Design select_action_multi, sky130hd; sources not shown.
### Cells coloured by class, run 1

Fill, decap, tap and diode cells in grey.
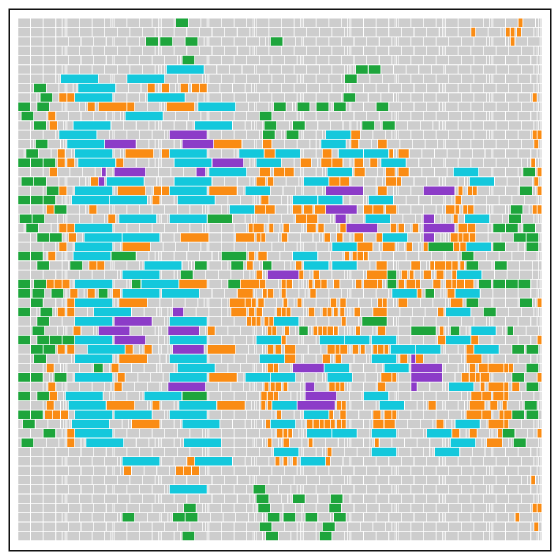
[cyan] flops | cells: 126
[purple] clock drivers and dummy loads | cells: 32
[green] other buffers and delay cells | cells: 147
[orange] combinational and other logic | cells: 375
Finished Cell Area: 8150 sq um
core area: 23300 sq um
Layout Utilization: 0.350
sequential share of cell area: 0.388

### Routed clock nets over the placement, run 1

The bar under the picture is 50 um long.
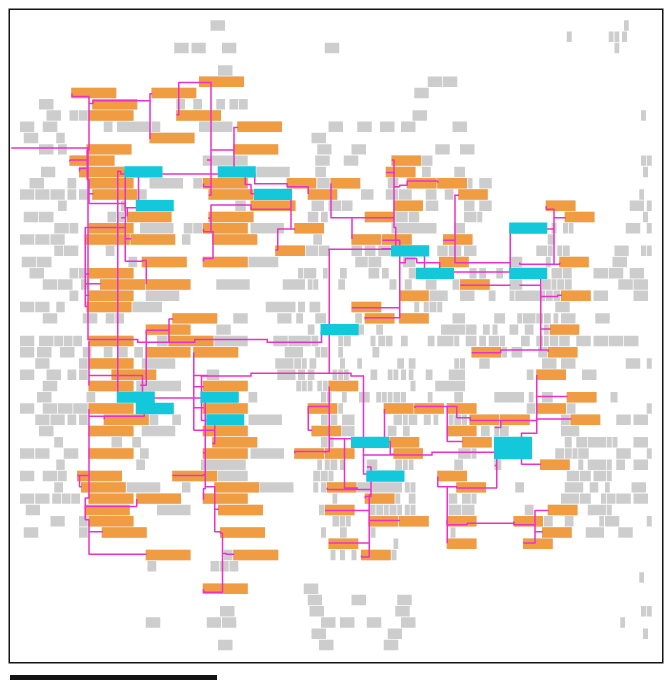
[cyan] clock drivers | count: 17
[magenta] clock wires | length: 1620 um
[orange] flip-flops | count: 126
routed clock nets: 18
skew final: 0.0110 ns
clk pwr: 2.17 mW
worst-skew pair later-pin latency: 0.41 ns
clock network power share: 0.457

### Cell outlines without signal wires, run 1

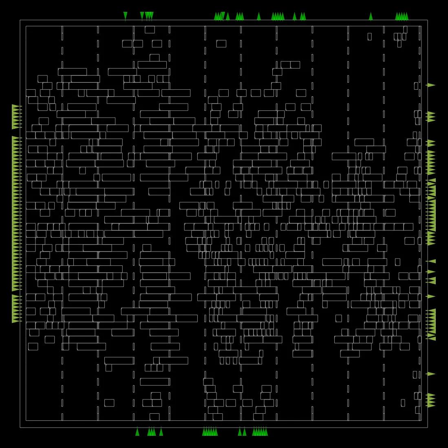
Tapcells: 319
Flops: 126
FILL cells: 2340

==> results.sh, run 1 <==
# yosys + openroad results
export IMPL_root_buffer="clkbuf_16"
export IMPL_place_congestion=0.802
export IMPL_relSlewSlack=0.587
export IMPL_mostFrequentLayoutCell="clkdlybuf4s50_1"
export IMPL_synth_chip_area_sq_um=5880
export IMPL_antenna_found_initial=2
export IMPL_cts_sinks=126
export IMPL_syn_area_per_cell_sq_um=10.7
export IMPL_wire_per_inst_um=16.5
export IMPL_placed_cell_area_sq_um=7500
export IMPL_worst_slack_ns=0.386
export IMPL_ys_cells=548
export IMPL_yosysWarnings=0
export IMPL_drt_wl_total_um=16500
export IMPL_cp_buffers_inverters=2
export IMPL_crit_fanout=33
export IMPL_holdBufCountCts=0
export IMPL_synth_async_reset_ratio=0
export IMPL_whs_ns=0.408
export IMPL_clkTransAtPathRegs_ns=0.06
export IMPL_max_freq_ghz=0.373
export IMPL_ys_flop_type="edfxtp_1"
export IMPL_hold_viol=0
export IMPL_cp_slowest_cell="mux4_2"
export IMPL_syn_inst=548
export IMPL_largest_reg_flops=64
export IMPL_initCoreUtil=0.253
export IMPL_die_x_um=157
export IMPL_max_clock_path_buffers=2
export IMPL_syn_to_final_growth_pct=38.5
export IMPL_grt_max_degree=81
export IMPL_worst_pin_slew_ns=0.619
export IMPL_cp_depth=8
export IMPL_final_cells=1001
export IMPL_reg2reg_slack_ns=0.39
export IMPL_fin_crit_ns=2.68
export IMPL_cts_tree="yes"
export IMPL_cts_repair_resized=0
export IMPL_grt_pass1_vias=4653
export IMPL_status="finished, final reports clean"
export IMPL_path_class="flop to flop"
export IMPL_required_ns=3.36
export IMPL_cts_setup_buffers=0
export IMPL_layout_top_cells="130 x clkdlybuf4s50_1, 73 x nand2_1, 64 x and3_1, 64 x edfxtp_1, 62 x dfxtp_1"
export IMPL_cts_buffers=17
export IMPL_drive_above_1_share=0.122
export IMPL_drc=0
export IMPL_max_cap_violations=0
export IMPL_warnings=26
export IMPL_cp_slowest_stage_delay_ns=0.60
export IMPL_cp_end_kind="flop"
export IMPL_fin_nets=783
export IMPL_worstSetupStartpointType="flop"
export IMPL_hold_path_class="flop to flop"
export IMPL_ioPinCount=157
export IMPL_rsz0062_at_grt="false"
export IMPL_irDropWorstVdd_mv=0.295
export IMPL_ys_seq_share=0.538
export IMPL_die_y_um=157
export IMPL_dieArea_sq_um=24800
export IMPL_dpl_worst_slack_ns=-0.0237
export IMPL_ant_nets=0
export IMPL_holdPathStages=1
export IMPL_placementRows=56
export IMPL_crit_family="simple AND/OR/NAND/NOR gates"
export IMPL_p_per_area_nw_per_um2=584
export IMPL_grt_pass1_wl_um=25600
export IMPL_overflow=0
export IMPL_reg2regPathDepth=8
export IMPL_hpwl_um=12200
export IMPL_grt_usage=0.138
run 1: stage by stage:
stage                     power (mW)  TNS, ns   util
final                           4.76        0  0.350
after global routing            4.96        0  0.350
after CTS                       4.81        0  0.350
after floorplan                 2.30        0      -
after detailed placement        2.63  -0.0237  0.322
after global placement          2.61        0  0.322
run 1: cell families after synthesis:
kind of cell	count (synthesis)	synth area share
mux	17	0.0630
fa+ha+maj	8	0.0170
other cells	1	0.000637
simple gates	206	0.189
buf+inv	81	0.0746
xor+xnor	3	0.00447
compound gates	106	0.113
flops	126	0.538
run 1: cells in the mapped netlist, types with 3 or more instances:
library cell	instances	area share
a21oi_1	58	0.049
and3_1	64	0.068
buf_2	3	0.0026
buf_4	27	0.034
buf_6	4	0.0077
clkbuf_1	35	0.022
dfxtp_1	62	0.21
edfxtp_1	64	0.33
ha_1	8	0.017
inv_1	8	0.0051
mux4_2	16	0.061
nand2_1	74	0.047
nand2b_1	4	0.0043
nor2_1	20	0.013
nor2b_1	8	0.0085
nor3_1	3	0.0026
nor4_1	7	0.0074
nor4b_1	3	0.0045
o211ai_1	17	0.022
o21a_1	4	0.0051
o21ai_0	3	0.0026
o41ai_1	16	0.024
or2_2	7	0.0074
xnor2_1	3	0.0045
run 1: power by group:
group / total [mW] / internal [mW] / switching [mW]
logic: 0.627 / 0.317 / 0.310
registers: 1.96 / 1.89 / 0.0625
clock network: 2.17 / 1.44 / 0.732
total: 4.76 / 3.65 / 1.10
run 1: metal layers:
layer	up-vias	GRT usage	wire length (um)
met5	-	0	0
li1	2194	-	-
met3	8	0.0430	1270
met4	0	0.0372	87
met1	2098	0.180	7420
met2	161	0.222	7720
run 1: area by class of cell:
cell class	instances	area (sq um)	share of cell area
well taps	319	399	0.0490
inverters	10	37.5	0.00461
repair buffers	147	1510	0.186
flip-flops and latches	126	3160	0.388
multi-input cells	365	2380	0.293
clock buffers	18	429	0.0527
clock inverters	14	214	0.0263
diodes	2	5.00	0.000614
==> run 2, diff against run 1 <==
--- a/config.mk
+++ b/config.mk
@@ -12,6 +12,7 @@
 export CTS_CLUSTER_DIAMETER = 40
 export DETAILED_ROUTE_END_ITERATION = 10
 export PLACE_DENSITY = 0.47
+export RECOVER_POWER = 25
 export SETUP_SLACK_MARGIN = 0.1
 export SLEW_MARGIN = 20
 export SYNTH_ARGS = -nofsm -noshare
### Routed metal, one colour a layer, run 2

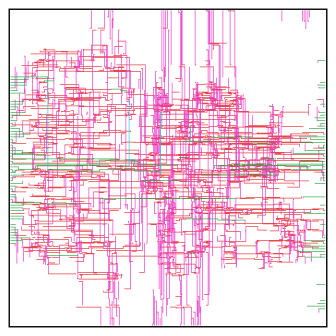
[cyan] metal 4 | wire length: 124 um
[magenta] metal 2 | wire length: 7630 um
[green] metal 3 | wire length: 1140 um
[red] metal 1 | wire length: 7530 um
via count: 4466
Total GRT Usage: 0.138

==> results.sh, run 2 <==
# yosys + openroad results
export IMPL_area_leaders="edfxtp_1 33%, dfxtp_1 21%, and3_1 6.8%"
export IMPL_synth_area_sq_um=5880
export IMPL_switchingPower_mw=1.10
export IMPL_crit_fanout=33
export IMPL_failed_checks="capacitance limit, slew limit"
export IMPL_cts_sinks=126
export IMPL_yosysWarnings=0
export IMPL_overflow=0
export IMPL_rsz0062_at_grt="false"
export IMPL_max_freq_ghz=0.373
export IMPL_fin_crit_ns=2.68
export IMPL_cts_buffers=17
export IMPL_top_area_cell="edfxtp_1"
export IMPL_initCoreUtil=0.253
export IMPL_fin_nets=783
export IMPL_grt_max_degree=81
export IMPL_reg2reg_slack_ns=0.39
export IMPL_fin_area_sq_um=8130
export IMPL_grt_pass1_wl_um=25600
export IMPL_hold_viol=0
export IMPL_placed_cell_area_sq_um=7500
export IMPL_drc=0
export IMPL_regArea_sq_um=3160
export IMPL_syn_to_final_growth_pct=38.1
export IMPL_clkPwrFrac=0.457
export IMPL_cp_slowest_cell="mux4_2"
export IMPL_max_clock_path_buffers=2
export IMPL_cts_setup_buffers=0
export IMPL_path_class="flop to flop"
export IMPL_layout_top_cells="129 x clkdlybuf4s50_1, 73 x nand2_1, 64 x and3_1, 64 x edfxtp_1, 62 x dfxtp_1"
export IMPL_logic_area_sq_um=2380
export IMPL_seqPwrFrac=0.411
export IMPL_reg2regPathDepth=8
export IMPL_swShare=0.232
export IMPL_status="finished with violations"
export IMPL_yosysMostFrequentCell="nand2_1"
export IMPL_irDropWorstVdd_mv=0.293
export IMPL_hpwl_um=12200
export IMPL_synth_async_reset_ratio=0
export IMPL_ys_seq_share=0.538
export IMPL_nFillCells=2341
export IMPL_drv_slew=56
export IMPL_clock_skew_final_ns=0.00684
export IMPL_syn_area_per_cell_sq_um=10.7
export IMPL_syn_inst=548
export IMPL_p_comb_frac=0.131
export IMPL_ant_nets=0
export IMPL_required_ns=3.36
export IMPL_clkTransAtPathRegs_ns=0.06
export IMPL_holdBufCountCts=0
export IMPL_worst_pin_slew_ns=2.30
export IMPL_worst_slack_ns=0.387
export IMPL_cp_end_kind="flop"
export IMPL_ioPinCount=157
export IMPL_synth_chip_area_sq_um=5880
export IMPL_final_cells=1001
export IMPL_holdPathStages=1
export IMPL_antenna_found_initial=2
export IMPL_top_cell_area_share=0.327
export IMPL_ys_cells=548
export IMPL_warnings=26
export IMPL_max_cap_violations=1
export IMPL_drt_wl_total_um=16400
export IMPL_mostFrequentLayoutCell="clkdlybuf4s50_1"
export IMPL_dieArea_sq_um=24800
export IMPL_common_cells="74 x nand2_1, 64 x and3_1, 64 x edfxtp_1, 62 x dfxtp_1, 58 x a21oi_1"
export IMPL_dpl_worst_slack_ns=-0.0237
export IMPL_cts_tree="yes"
export IMPL_cts_repair_resized=0
export IMPL_relSlewSlack=-0.534
export IMPL_placementRows=56
### Ports around the boundary, run 2

Pins as bars across the die edge, other pins in grey.
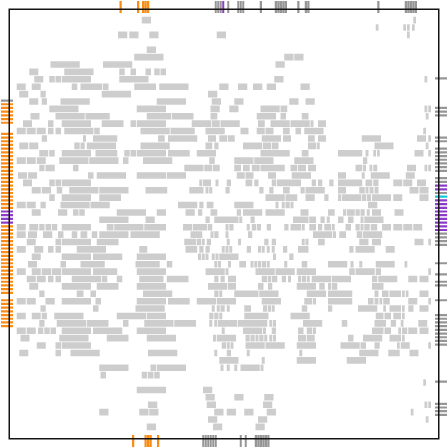
[orange] `nextsinks` | pins: 64 | direction: input | edge: 54 left, 5 top, 5 bottom
[cyan] `wr_en` | pins: 1 | direction: output | edge: right
[purple] `nexthop` | pins: 16 | direction: input | edge: 11 right, 4 left, 1 top
# port buffers: 131
die height: 157 um
die width: 157 um

-- run 2: cell types whose count changed in the layout (fill, tap and decap cells not counted) --
cell / change
clkdlybuf4s50_1: -1
inv_2: -1
clkbuf_2: +1
dlygate4sd3_1: +1
inv_1: +1
clkbuf_1: +2
buf_4: -1
buf_2: -1
buf_12: -1
-- run 2: layer usage --
metal	routed length, um	vias up	track usage
met5	0	-	0
met4	123	0	0.0372
met3	1140	11	0.0430
met2	7630	155	0.222
met1	7530	2105	0.180
li1	-	2195	-
-- run 2: stage by stage --
step	setup TNS [ns]	total power, mW	hold slack (ns)	util
floorplan	0	2.30	0.389	-
global placement	0	2.61	0.392	0.322
detailed placement	-0.0237	2.63	0.398	0.322
CTS	0	4.81	0.411	0.350
global route	0	4.95	0.424	0.349
finish	0	4.75	0.408	0.349
-- run 2: worst max-delay path, delay by kind of cell, from the launching register on --
| family | cells | cell delay (ns) |
|---|---|---|
| compound gates | 2 | 0.26 |
| flops | 1 | 0.38 |
| buf+inv | 2 | 0.55 |
| simple gates | 3 | 0.74 |
| mux | 1 | 0.59 |
-- run 2: final cells by class --
class	instances	share of cell area
Antenna cell	2	0.000616
Clock buffer	18	0.0528
Clock inverter	14	0.0263
Inverter	10	0.00462
Multi-Input combinational cell	365	0.293
Sequential cell	126	0.389
Tap cell	319	0.0491
Timing Repair Buffer	147	0.184
-- run 2: power by group through the flow --
| stage | Clock, mW | Combinational, mW | Sequential, mW |
|---|---|---|---|
| 2_1_floorplan | 0 | 0.324 | 1.98 |
| 3_3_place_gp | 0 | 0.624 | 1.99 |
| 3_5_place_dp | 0 | 0.633 | 1.99 |
| 4_1_cts | 2.21 | 0.635 | 1.96 |
| 5_1_grt | 2.30 | 0.683 | 1.97 |
| 6_report | 2.17 | 0.624 | 1.96 |
-- run 2: cells by family after synthesis --
kind of cell / synth area share
AOI/OAI and AO/OA: 0.113
other: 0.000637
muxes: 0.0630
buffers and inverters: 0.0746
and+or+nand+nor: 0.189
DFF: 0.538
xor gates and xnor gates: 0.00447
adders and majority gates: 0.0170
Power figures rest on the tool's default switching activity, not on a simulated workload.
